[config.mk]
export PLATFORM = sky130hd
export DESIGN_NAME = switch_debouncer
export DESIGN_NICKNAME = d
export VERILOG_FILES = /design/src/rtl/mips_io_pkg.sv /design/src/rtl/debounce_cell.sv /design/src/rtl/switch_debouncer.sv
export SDC_FILE = /design/constraint.sdc
export NUM_CORES = 1
export LEC_CHECK = 0
export CORE_ASPECT_RATIO = 0.9
export CORE_UTILIZATION = 54
export CTS_BUF_LIST = sky130_fd_sc_hd__clkbuf_2 sky130_fd_sc_hd__clkbuf_4 sky130_fd_sc_hd__clkbuf_8
export DETAILED_ROUTE_END_ITERATION = 6
export DONT_BUFFER_PORTS = 1
export HOLD_SLACK_MARGIN = 0.05
export PLACE_DENSITY = 0.69
export SYNTH_ARGS = -nofsm -noshare
export SYNTH_HDL_FRONTEND = slang
export SYNTH_SLANG_ARGS = --single-unit
[constraint.sdc]
create_clock -name clk -period 4 [get_ports clk]
set_clock_uncertainty 0.15 [all_clocks]
set_input_delay 1.2 -clock clk [delete_from_list [all_inputs] [get_ports clk]]
set_output_delay 1.2 -clock clk [all_outputs]
set_load 0.005 [all_outputs]
[src/rtl/mips_io_pkg.sv]
// Shared definitions for the board I/O conditioning blocks.
// Holds default timing constants, legal parameter ranges, the per-bit edge
// encoding used by the debounce cells, and a helper that sizes debounce counters.
package mips_io_pkg;

   // 4 ms at the 5 kHz processor clock.
   localparam int unsigned DEFAULT_DEBOUNCE_CYCLES = 20;

   localparam int unsigned SYNC_STAGES_MIN     = 2;
   localparam int unsigned SYNC_STAGES_MAX     = 4;
   localparam int unsigned DEBOUNCE_CYCLES_MIN = 2;
   localparam int unsigned DEBOUNCE_CYCLES_MAX = 65535;

   // Registered edge indication of one cell; a single encoded state makes a
   // simultaneous rise and fall pulse impossible by construction.
   typedef enum logic [1:0] {
      EdgeNone = 2'b00,
      EdgeRise = 2'b01,
      EdgeFall = 2'b10
   } edge_e;

   // Counter width able to hold 0..cycles.
   function automatic int unsigned cnt_width(input int unsigned cycles);
      return $clog2(cycles + 1);
   endfunction

endpackage

[src/rtl/debounce_cell.sv]
// One switch bit: synchronizer chain, debounce counter, stable level flop and
// registered one-cycle edge pulses.
//   clk         processor clock, rising edge
//   rst_n       asynchronous active-low reset
//   raw_in      raw switch level, asynchronous to clk
//   stable_out  debounced level
//   rise_pulse  one-cycle pulse, first cycle stable_out shows a new 1
//   fall_pulse  one-cycle pulse, first cycle stable_out shows a new 0
//   accept      combinational strobe, high in the cycle a change is accepted
module debounce_cell
   import mips_io_pkg::*;
#(
   parameter int unsigned SYNC_STAGES     = SYNC_STAGES_MIN,
   parameter int unsigned DEBOUNCE_CYCLES = DEFAULT_DEBOUNCE_CYCLES
) (
   input  logic clk,
   input  logic rst_n,
   input  logic raw_in,
   output logic stable_out,
   output logic rise_pulse,
   output logic fall_pulse,
   output logic accept
);

   localparam int unsigned     CNT_W    = cnt_width(DEBOUNCE_CYCLES);
   localparam logic [CNT_W-1:0] CNT_LAST = CNT_W'(DEBOUNCE_CYCLES - 1);

   logic [SYNC_STAGES-1:0] sync_q, sync_d;
   logic                   sync;
   logic [CNT_W-1:0]       cnt_q, cnt_d;
   logic                   stable_q, stable_d;
   edge_e                  pulse_q, pulse_d;

   // Plain shift chain, nothing between stages.
   always_comb begin
      sync_d = {sync_q[SYNC_STAGES-2:0], raw_in};
   end

   assign sync = sync_q[SYNC_STAGES-1];

   always_comb begin
      cnt_d    = cnt_q;
      stable_d = stable_q;
      pulse_d  = EdgeNone;
      accept   = 1'b0;
      if (sync == stable_q) begin
         // Agreement (or a glitch ending) restarts the count.
         cnt_d = '0;
      end else if (cnt_q >= CNT_LAST) begin
         // Held long enough: take the new level; counter stops here, never wraps.
         stable_d = sync;
         cnt_d    = '0;
         accept   = 1'b1;
         pulse_d  = sync ? EdgeRise : EdgeFall;
      end else begin
         cnt_d = cnt_q + CNT_W'(1);
      end
   end

   always_ff @(posedge clk or negedge rst_n) begin
      if (!rst_n) begin
         sync_q   <= '0;
         cnt_q    <= '0;
         stable_q <= 1'b0;
         pulse_q  <= EdgeNone;
      end else begin
         sync_q   <= sync_d;
         cnt_q    <= cnt_d;
         stable_q <= stable_d;
         pulse_q  <= pulse_d;
      end
   end

   assign stable_out = stable_q;
   assign rise_pulse = (pulse_q == EdgeRise);
   assign fall_pulse = (pulse_q == EdgeFall);

endmodule

[src/rtl/switch_debouncer.sv]
// Switch bank input conditioning: per-bit synchronize + debounce, edge pulses,
// sticky write-one-to-clear event flags and a registered interrupt.
//   clk          processor clock, rising edge
//   rst_n        asynchronous active-low reset
//   raw_in       raw switch levels, asynchronous to clk
//   evt_clr      write-one-to-clear strobe for evt_pending
//   stable_out   debounced levels to the SoC general-purpose input
//   rise_pulse   one-cycle pulse per bit on an accepted 0->1 change
//   fall_pulse   one-cycle pulse per bit on an accepted 1->0 change
//   evt_pending  sticky per-bit change flag
//   irq          registered OR of evt_pending
module switch_debouncer
   import mips_io_pkg::*;
#(
   parameter int unsigned WIDTH           = 5,
   parameter int unsigned SYNC_STAGES     = SYNC_STAGES_MIN,
   parameter int unsigned DEBOUNCE_CYCLES = DEFAULT_DEBOUNCE_CYCLES
) (
   input  logic             clk,
   input  logic             rst_n,
   input  logic [WIDTH-1:0] raw_in,
   input  logic [WIDTH-1:0] evt_clr,
   output logic [WIDTH-1:0] stable_out,
   output logic [WIDTH-1:0] rise_pulse,
   output logic [WIDTH-1:0] fall_pulse,
   output logic [WIDTH-1:0] evt_pending,
   output logic             irq
);

   logic [WIDTH-1:0] accept;
   logic [WIDTH-1:0] evt_pending_q, evt_pending_d;
   logic             irq_q, irq_d;

   for (genvar i = 0; i < WIDTH; i++) begin : g_cell
      debounce_cell #(
         .SYNC_STAGES     (SYNC_STAGES),
         .DEBOUNCE_CYCLES (DEBOUNCE_CYCLES)
      ) u_cell (
         .clk        (clk),
         .rst_n      (rst_n),
         .raw_in     (raw_in[i]),
         .stable_out (stable_out[i]),
         .rise_pulse (rise_pulse[i]),
         .fall_pulse (fall_pulse[i]),
         .accept     (accept[i])
      );
   end

   // The flag is latched on the accept edge so it is visible together with the
   // pulse, and the pulse itself keeps setting it, so a clear landing in the
   // pulse cycle loses to the set.
   always_comb begin
      evt_pending_d = (evt_pending_q & ~evt_clr) | accept | rise_pulse | fall_pulse;
      irq_d         = |evt_pending_q;
   end

   always_ff @(posedge clk or negedge rst_n) begin
      if (!rst_n) begin
         evt_pending_q <= '0;
         irq_q         <= 1'b0;
      end else begin
         evt_pending_q <= evt_pending_d;
         irq_q         <= irq_d;
      end
   end

   assign evt_pending = evt_pending_q;
   assign irq         = irq_q;

endmodule

### Wiring heat map

Bar = 20 µm. 15 x 13 tiles, from dark blue (low) to red (high), scaled to the fullest tile. Values are wire area over tile area, all layers added.
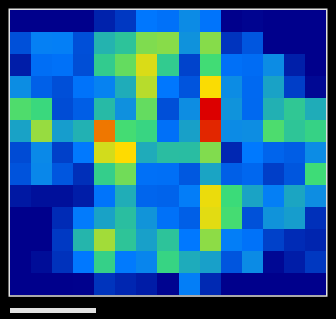
mean over tiles = 0.12
fullest tile = 0.46
tiles over half the peak = 13%
GRT Util Overall: 0.1737
vias post-DR: 1356

### Sequential cells grouped by signal name

Bar = 20 µm. Other sequential cells in the stronger grey, the rest of the logic in the fainter grey.
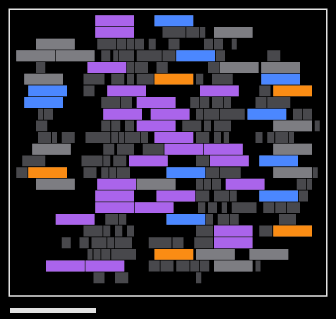
orange -> g_cell.u_cell.stable_out  # flops 5
blue -> g_cell.u_cell.pulse_q  # flops 10
purple -> g_cell.u_cell.cnt_q  # flops 25
not coloured = 16
register area: 1401 µm²
power dissipated in sequential cells: 0.600 mW
utilization after layout: 0.5706
Seq area share: 0.5542

### Pin placement

Bar = 20 µm. Pins as bars across the die edge, other pins in grey.
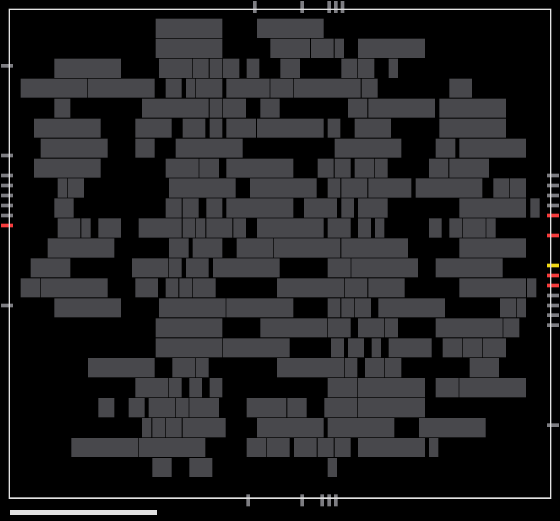
yellow -> irq  # pins 1, direction output, edge right
red -> evt_pending  # pins 5, direction output, edge 4 right, 1 left
all pins by edge = 14 right, 9 left, 5 top, 5 bottom
Port-buffer cells: 0
die extent in x: 73.58 µm
Die Ht: 66.42 µm

==> run_results.csv <==
group,metric,value,unit
floorplan,pin_count,33,
sta,totalNegativeSetupSlack,0,ps
power_and_ir_drop,vdd_ir_drop_max,262.5,µV
worst_setup_path,r2r_end,"g_cell[1].u_cell.stable_out",
sta,fmax,446.0,MHz
cells_and_area,antenna_cells,0,
cells_and_area,layout_top_cell_excl_fill_tap,"sky130_fd_sc_hd__dfrtp_1",
routing,vias_per_cell,5.360,
synthesis,async_reset_ff_frac,1.000,
synthesis,synthSimpleGateAreaFrac,0.1749,
worst_setup_path,r2r_cells,4,
synthesis,synth.cell_area,2490,µm²
worst_hold_path,worst_hold_path_ep,"g_cell[2].u_cell.sync_q[1]",
synthesis,fp_nets,220,
synthesis,ys_cells,203,
routing,met2_wirelength,1834,µm
grt,vias_in_the_first_global_route,1372,
worst_hold_path,worstHoldStart,"g_cell[2].u_cell.sync_q[0]",
synthesis,synth.logic.top_family,"simple AND/OR/NAND/NOR gates",
worst_setup_path,timing.critical_path.slowest_stage_cell,"sky130_fd_sc_hd__dfrtp_1",
floorplan,placementRows,23,
routing,drtIter0Drc,116,
cells_and_area,final_cell_mix,"sky130_fd_sc_hd__dfrtp_1, sky130_fd_sc_hd__nand3_1, sky130_fd_sc_hd__nor3_1",
routing,drc_errors,0,
synthesis,yosysWarningCount,0,
grt,grt.met2_usage,0.2821,
worst_setup_path,regToRegStartpoint,"g_cell[1].u_cell.cnt_q[0]",
worst_setup_path,critical_path.endpoint_type,"output port",
worst_setup_path,critical-path-top-delay-family,"flip-flops",
worst_setup_path,cp_data_required_time,2650,ps
grt,grt_pass1_wl,6161,µm
sta,finalCriticalPeriod,2242,ps
power_and_ir_drop,pleak,1.112,nW
sta,timing.final.hold_violations,0,
routing,firstDrtPassIters,4,
worst_setup_path,rrSetupSlack,2170,ps
routing,post_route_m1_wl,1717,µm
sta,timing.slew.headroom,0.6773,
grt,gr-usage-met3,0.04878,
synthesis,ys_types,23,
worst_setup_path,path_cells,"nor2b_1",
routing,routed_wire_length_per_instance,14.99,µm
synthesis,postSynthSeqShare,0.5628,
clock_network,clk_pin_slew,100,ps
sta,timing_max_transition_violations_final,0,
grt,grt_most_used_layer,"met2",
routing,ant_nets,0,
worst_setup_path,worst_ep_arrival_time,890,ps
cells_and_area,nets,207,
worst_hold_path,holdCritPathClass,"flop to flop",
run_status,outcome,"complete, no violations",
floorplan,core_util_floorplan,0.5618,
sta,report.final.setup_viol,0,
clock_network,cts_setup_buffers,0,
routing,met3_wirelength,179,µm
clock_network,clock-sinks,56,
synthesis,synth-xor-area-share,0.05276,
clock_network,cts_hold_repair.buffers,0,
routing,finalWirelength,3792,µm
sta,least_margin_pin_slew,480.5,ps
cells_and_area,layout.cell_area.non_filler,2529,µm²
clock_network,cts_max_path_buffers,2,
### The metal 1 layer

Bar = 20 µm.
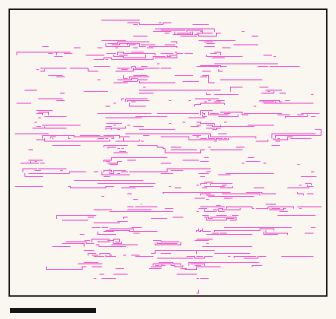
share of all routed wire = 45%
main direction = horizontal
nets with wire on the layer = 189
longest straight run = 19.8 µm

### Clock routing

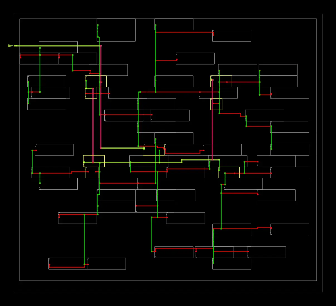
clock buffers: 6
flip-flops: 56
clock buffers created by TritonCTS: 5
Latency at later pin: 310 ps

registers in the layout (all words and copies together) (netlist names):
register / flops
g_cell.u_cell.sync_q: 10
g_cell.u_cell.cnt_q: 25
g_cell.u_cell.pulse_q: 10
irq: 1
g_cell.u_cell.stable_out: 5
evt_pending: 5
area by class of cell:
type                       instances  area, µm²
tap                               62      77.57
clock buffer                       6      76.32
inverter                           5      18.77
multi-input combinational        122      938.4
clock inverter                     2      16.27
fill                             377       1903
sequential                        56       1401
power breakdown:
part	total, mW	switching [mW]	internal (mW)
clock network	0.309	0.178	0.132
logic	0.0486	0.0251	0.0235
registers	0.600	0.0164	0.583
how the worst max path moves through the flow:
stage | end | cells past startpoint | slack [ps]
finish | rise_pulse[3] | 1 | 1760
global route | rise_pulse[2] | 1 | 1680
CTS | rise_pulse[1] | 1 | 1750
detailed placement | rise_pulse[1] | 1 | 2090
global placement | fall_pulse[2] | 1 | 2120
floorplan | fall_pulse[0] | 2 | 2050
through the flow:
| stage | util | setup WS, ps | hold slack, ps | total power, mW | cells |
|---|---|---|---|---|---|
| 3_3_place_gp | 0.5497 | 2116 | 184.9 | 0.6543 | 245 |
| 6_report | 0.5706 | 1758 | 202.8 | 0.9574 | 253 |
| 4_1_cts | 0.5706 | 1746 | 205.3 | 0.9689 | 253 |
| 5_1_grt | 0.5706 | 1680 | 213.3 | 1.001 | 253 |
| 2_1_floorplan | - | 2047 | 181.2 | 0.6473 | 203 |
| 3_5_place_dp | 0.5497 | 2085 | 184.7 | 0.6595 | 245 |
cells in the mapped netlist (all sizes together), types with 10 or more instances:
master  count  share of area
nor3       11          0.022
nor2b      10          0.025
nor3b      10          0.030
buf        15          0.045
and2       10          0.025
dfrtp      56           0.56
nand3      11          0.022
xnor2      10          0.035
No activity file was given, so power comes from the tool's default toggle rates.
